[src/rtl/fifo_pack.sv]
// Byte-to-word packing FIFO: 8-bit bytes in, 16-bit LSB-first words out.
// Byte-granular write pointer, word-granular read pointer, show-ahead read.
module fifo_pack #(
  parameter  int DEPTH_WORDS = 8,
  localparam int LW          = $clog2(2*DEPTH_WORDS) + 1
) (
  input  logic          clk,
  input  logic          rstn,
  input  logic          input_valid,
  output logic          input_enable,
  input  logic [7:0]    data_in,
  output logic          output_valid,
  input  logic          output_enable,
  output logic [15:0]   data_out,
  output logic [LW-1:0] level
);

  localparam int CAP = 2 * DEPTH_WORDS;
  localparam int BW  = $clog2(CAP);
  localparam int WW  = $clog2(DEPTH_WORDS);

  localparam logic [LW-1:0] CAP_L = LW'(CAP);
  localparam logic [LW-1:0] TWO_L = LW'(2);

  logic [7:0]    lo_mem [DEPTH_WORDS];
  logic [7:0]    hi_mem [DEPTH_WORDS];

  logic [LW-1:0] count_q, count_d;
  logic [BW-1:0] wr_ptr_q, wr_ptr_d;
  logic [WW-1:0] rd_ptr_q, rd_ptr_d;

  logic          in_fire;
  logic          out_fire;
  logic [WW-1:0] wr_word;
  logic          wr_hi;

  assign input_enable = (count_q < CAP_L);
  assign output_valid = (count_q >= TWO_L);
  assign level        = count_q;

  assign in_fire  = input_valid & input_enable;
  assign out_fire = output_valid & output_enable;

  assign wr_word = wr_ptr_q[BW-1:1];
  assign wr_hi   = wr_ptr_q[0];

  assign data_out = output_valid
                  ? {hi_mem[rd_ptr_q], lo_mem[rd_ptr_q]}
                  : 16'h0000;

  // Power-of-two depth lets both pointers wrap by plain overflow.
  always_comb begin
    count_d  = count_q;
    wr_ptr_d = wr_ptr_q;
    rd_ptr_d = rd_ptr_q;
    if (in_fire) begin
      wr_ptr_d = wr_ptr_q + BW'(1);
    end
    if (out_fire) begin
      rd_ptr_d = rd_ptr_q + WW'(1);
    end
    unique case ({in_fire, out_fire})
      2'b10:   count_d = count_q + LW'(1);
      2'b01:   count_d = count_q - TWO_L;
      2'b11:   count_d = count_q - LW'(1);
      default: count_d = count_q;
    endcase
  end

  always_ff @(posedge clk) begin
    if (!rstn) begin
      count_q  <= '0;
      wr_ptr_q <= '0;
      rd_ptr_q <= '0;
    end else begin
      count_q  <= count_d;
      wr_ptr_q <= wr_ptr_d;
      rd_ptr_q <= rd_ptr_d;
    end
  end

  // Storage is deliberately left out of reset.
  always_ff @(posedge clk) begin
    if (rstn && in_fire) begin
      if (wr_hi) begin
        hi_mem[wr_word] <= data_in;
      end else begin
        lo_mem[wr_word] <= data_in;
      end
    end
  end

endmodule

[config.mk]
export PLATFORM = sky130hd
export DESIGN_NAME = fifo_pack
export DESIGN_NICKNAME = d
export VERILOG_FILES = /design/src/rtl/fifo_pack.sv
export SDC_FILE = /design/constraint.sdc
export NUM_CORES = 1
export LEC_CHECK = 0
export CORE_ASPECT_RATIO = 2
export CORE_MARGIN = 5
export CORE_UTILIZATION = 58
export CTS_CLUSTER_DIAMETER = 30
export DETAILED_ROUTE_END_ITERATION = 6
export PLACE_DENSITY = 0.75
export RECOVER_POWER = 100
export SYNTH_ARGS = -nofsm -noshare
export SYNTH_HDL_FRONTEND = slang
export SYNTH_SLANG_ARGS = --single-unit
[constraint.sdc]
create_clock -name clk -period 2.6 [get_ports clk]
set_input_delay 0.65 -clock clk [delete_from_list [all_inputs] [get_ports clk]]
set_output_delay 0.65 -clock clk [all_outputs]
set_load 0.02 [all_outputs]
run_1/detail.png
Window x 20 to 60, y 25 to 65 µm. Cells in grey, sequential cells in the stronger grey; small squares are vias.
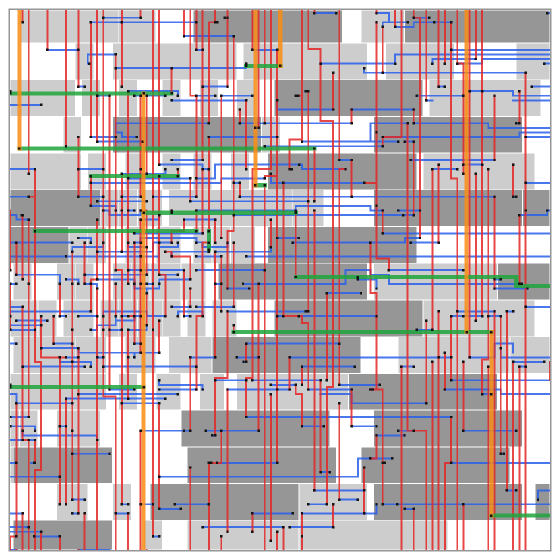
metal 1: marked blue. metal 2: marked red. metal 3: marked green. metal 4: marked orange.
Netlist names of flops here include lo_mem (17), wr_ptr_q (4). Most frequent: edfxtp_1 (18), nor2_1 (16), clkbuf_1 (14). Sequential cells in the window: 22. 94 logic cells have their middle in the window.

run_1/layer_met3.png
Scale bar: 20 µm.
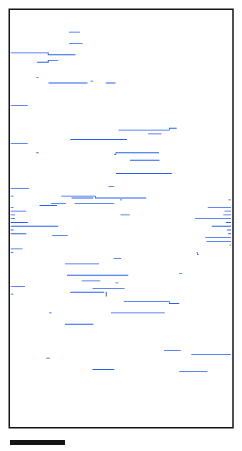
The layer carries 503 µm of wire. The layer holds 4.0% of the routed length. The longest straight run is 21.8 µm. 51 nets have wire on it.

run_1/wires.png
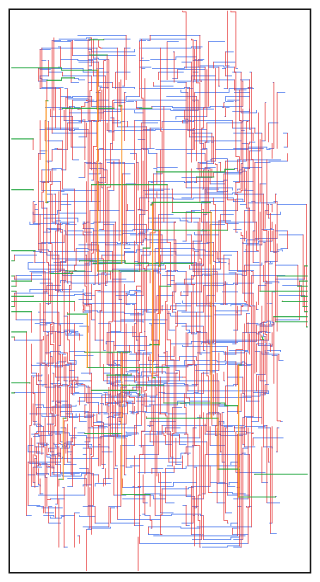
metal 2: marked red, wire length 7480 µm. metal 3: marked green, wire length 503 µm. metal 1: marked blue, wire length 4280 µm. metal 4: marked orange, wire length 367 µm.

==> out/results.env, run 1 <==
SH_COMB_AREA_PCT=21.00
CPPEAKSTAGEDELAY_NS=0.54
GR-USAGE-ALL-LAYERS_PCT=23.33
VDD_DROP_MAX_V=0.0008752
MAX_CLOCK_FREQ_GHz=0.3672
P_CLK_SHARE_PCT=31.5
ANTENNA_LEFT=0
REGTOREGSETUPSLACK_NS=0.17
YOSYSSEQAREASHARE_PCT=72.46
CLK_TRANSITION_REPORTED_PATHS_NS=0.06
HOLD_START='rd_ptr_q[2]$_SDFFE_PN0P_'
ROUTE.MET3.WL_UM=502
WORST_SLEW_MARGIN_REL_PCT=46.54
COMB_CELLS=151
CLKLATENCYLATEPIN_NS=0.41
FINAL-SETUP-VIOL-COUNT=11
P_SEQ_mW=2.72
STATIC_LEAKAGE_nW=2.441
YS_AREA_UM2=5719
RUN_STATUS='finished with violations'
WORSTHOLDPATHCELLS=2
VIA_COUNT=3169
CTS_BUFFER_DEPTH=2
REG2REGPATHDEPTH=11
PLACE_HPWL_UM=8028
ROUTED_WIRE_LENGTH_UM=12630
PORTION_OF_THE_LAYOUT_CELL_AREA_USED_BY_NON_CLOCK_BUFFERS_PCT=10.57
CRITICAL_PATH_STARTPOINT_CATEGORY='register'
GRT_PASS1_WL_UM=19600
FIRST_GLOBAL_VIAS=3458
TIMING.CRITICAL_PATH.CELLS='buf_12 > buf_16 > mux4_2 > mux2i_2 > nor2_1 > buf_2'
FAILED_CHECKS='setup timing'
PATH_BUFFERS=3
YS.FLOP_TYPE='sky130_fd_sc_hd__edfxtp_1'
FINAL.MIN_CLOCK_PERIOD_NS=2.723
ANTENNA_CELLS=0
SYNTH_ADDER_AREA_SHARE_PCT=1.094
SEQUENTIAL_CELLS=143
CELL_TYPE_WITH_THE_LARGEST_TOTAL_AREA='sky130_fd_sc_hd__edfxtp_1'
PORT_BUFFERS=34
HIGHEST_LAYER='met4'
CHIP_AREA_UM2=12070
FIN_WS_NS=-0.1233
[run 1: stage by stage]
| step | utilization (%) | area (µm²) | worst slack [ns] |
|---|---|---|---|
| floorplan | - | 5719 | 0.2743 |
| global placement | 67.48 | 6545 | -0.01253 |
| detailed placement | 67.48 | 6545 | -0.04238 |
| CTS | 75.19 | 7293 | -0.09881 |
| global route | 74.95 | 7269 | -0.1857 |
| finish | 74.95 | 7269 | -0.1233 |
[run 1: what timing repair did]
action | in CTS | in global routing
cloned | 3 | 0
resized | 81 | 15
endpoints found under the setup margin | 17 | 17
hold buffers | 0 | 0
setup buffers | 4 | 2
pin swaps | 2 | 3
--- run 2 (diff from run 1) ---
--- a/config.mk
+++ b/config.mk
@@ -5,7 +5,7 @@
 export SDC_FILE = /design/constraint.sdc
 export NUM_CORES = 1
 export LEC_CHECK = 0
-export CORE_ASPECT_RATIO = 2
+export CORE_ASPECT_RATIO = 1.1
 export CORE_MARGIN = 5
 export CORE_UTILIZATION = 58
 export CTS_CLUSTER_DIAMETER = 30
==> out/results.env, run 2 <==
RUN_STATUS='finished with violations'
FAILED_CHECKS='setup timing'
CHIP_AREA_UM2=11950
REG2REG_FROM='level[2]$_SDFFE_PN0P_'
UTILIZATION_PCT=71.91
INITIAL_ANTENNA_VIOLATION_COUNT=0
CP.DEPTH=5
YS.FLOP_TYPE='sky130_fd_sc_hd__edfxtp_1'
FINAL-SETUP-VIOL-COUNT=14
SYN_INST=313
CELL_TYPE_WITH_THE_LARGEST_TOTAL_AREA='sky130_fd_sc_hd__edfxtp_1'
YOSYSSEQAREASHARE_PCT=72.46
VDD_DROP_MAX_V=0.0007257
HIGHEST_LAYER='met4'
CLK_TRANSITION_REPORTED_PATHS_NS=0.06
WORSTHOLDPATHCELLS=2
POSTCTSSETUPREPAIRBUFS=7
GR-USAGE-ALL-LAYERS_PCT=21.62
DETAIL_ROUTE.ITER0.VIOLATIONS=264
CTS_BUFFERS=17
NUM_IO_PINS=35
STATIC_LEAKAGE_nW=2.346
CLK-POWER_mW=2.52
HOLD_PATH.CLASS='register to register'
FIRST_GLOBAL_VIAS=3348
P_COMB_SHARE_PCT=32.6
PLACE_HPWL_UM=7218
SYNTH_NETS=330
NET-SWITCHING-POWER_mW=2.285
REGTOREGSETUPSLACK_NS=0.12
WIRE_PER_INST_UM=23.00
ASYNCSETRESETFLOPFRACSYNTH_PCT=0
DIE_X_UM=104.7
POST-ROUTE-CELL-AREA_UM2=7009
POWER.DENSITY_nW_PER_UM2=1109
ANTENNA_LEFT=0
CLKLATENCYLATEPIN_NS=0.52
YS_AREA_UM2=5719
WORST_SLEW_MARGIN_REL_PCT=16.05
CTS_BUFFER_DEPTH=2
HOLD_START='rd_ptr_q[2]$_SDFFE_PN0P_'
ROUTE.MET3.WL_UM=774
ROUTED-WL-MET2_UM=6255
CLK_ROOT_BUFFER_CELL='sky130_fd_sc_hd__clkbuf_8'
ANTENNA_CELLS=0
NETLIST.AREA_LEADER.SHARE_PCT=67.21
CTS_NUM_SINKS=143
NETS=410
TIMING.FINAL.CRIT_SHARE_PCT=102.9
MAX_CLOCK_FREQ_GHz=0.3736
PORT_BUFFERS=34
POST-PLACE-WS_NS=0.04357
WORSTPATHMAXFANOUT=6
PLACED_CELLS_INCL_TAPS=487
R2R-END='level[3]$_SDFFE_PN0P_'
CELL_INTERNAL_PWR_mW=5.485
LAYOUT.CELLS.MOST_COMMON_LIST='128 x sky130_fd_sc_hd__edfxtp_1, 37 x sky130_fd_sc_hd__nor2_1, 32 x sky130_fd_sc_hd__mux4_2'
DIE_HEIGHT_UM=114.2
GRT_PASS1_WL_UM=18840
GRT.OVERFLOW.TOTAL=0
SYNTH.LIB_CELLS_USED.DISTINCT=32
PATH_BUFFERS=2
GRT_USE_MET1_PCT=27.08
SLEW_VIOL_FINAL=0
P_SEQ_mW=2.72
TIMING.CRITICAL_PATH.CELLS='buf_8 > mux4_2 > mux2i_1 > nor2_1 > buf_2'
FIN_WS_NS=-0.07666
PLACE_AREA_UM2=6442
POST_SYNTHESIS_REGISTER_BIT_COUNT=143
VIA_COUNT=3135
P_CLK_SHARE_PCT=32.5
AREA_GROWTH_SYN_TO_LAYOUT_PCT=22.56
SYNTH.CELLS.MOST_FREQUENT='128 x sky130_fd_sc_hd__edfxtp_1, 37 x sky130_fd_sc_hd__nor2_1, 32 x sky130_fd_sc_hd__mux4_2, 19 x sky130_fd_sc_hd__mux2i_1, 15 x sky130_fd_sc_hd__dfxtp_1'
CTS_HOLD_BUF=0
CPPEAKSTAGEDELAY_NS=0.50
CRITICAL_PATH_STARTPOINT_CATEGORY='register'
CTS_RESIZED=81
TIMING.CRITICAL_PATH.TO_TYPE='primary output'
FINAL.MIN_CLOCK_PERIOD_NS=2.677
REG2REGPATHDEPTH=7
==> run 2: cell counts after synthesis <==
No cell type changed its count.
==> run 2: cell families after synthesis <==
| group | Yosys count | synth area share (%) |
|---|---|---|
| simple gates | 73 | 5.950 |
| xor+xnor | 8 | 1.225 |
| mux | 51 | 15.93 |
| buf+inv | 19 | 1.553 |
| flops | 143 | 72.46 |
| fa+ha+maj | 5 | 1.094 |
| compound gates | 14 | 1.794 |
==> run 2: cell type report <==
type | count | area, µm²
Fill cell | 591 | 2738
Tap cell | 120 | 150.1
Sequential cell | 143 | 4148
Multi-Input combinational cell | 151 | 1480
Clock buffer | 22 | 462.9
Inverter | 6 | 22.52
Clock inverter | 10 | 158.9
Timing Repair Buffer | 74 | 586.8
run_2/placement.png
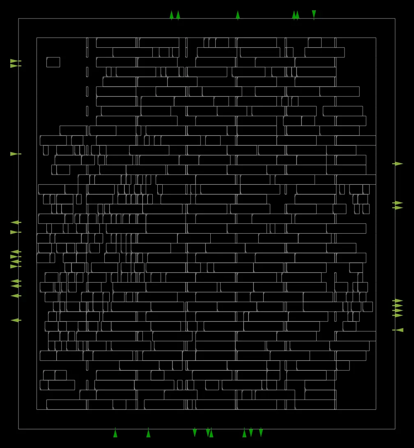
Layout Cells excl Fill: 526
sequential cells: 143
Core Rows: 38
tap cells: 120

run_2/layer_met3.png
Scale bar: 20 µm.
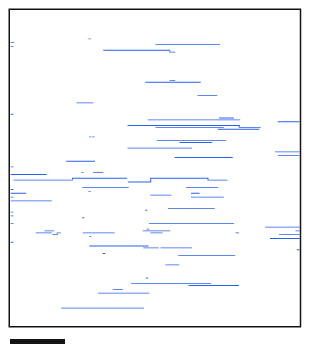
The layer holds 6.4% of the routed length. The longest straight run is 40.3 µm.
routed wire length: 12100 µm
grt met3 use: 5.302%

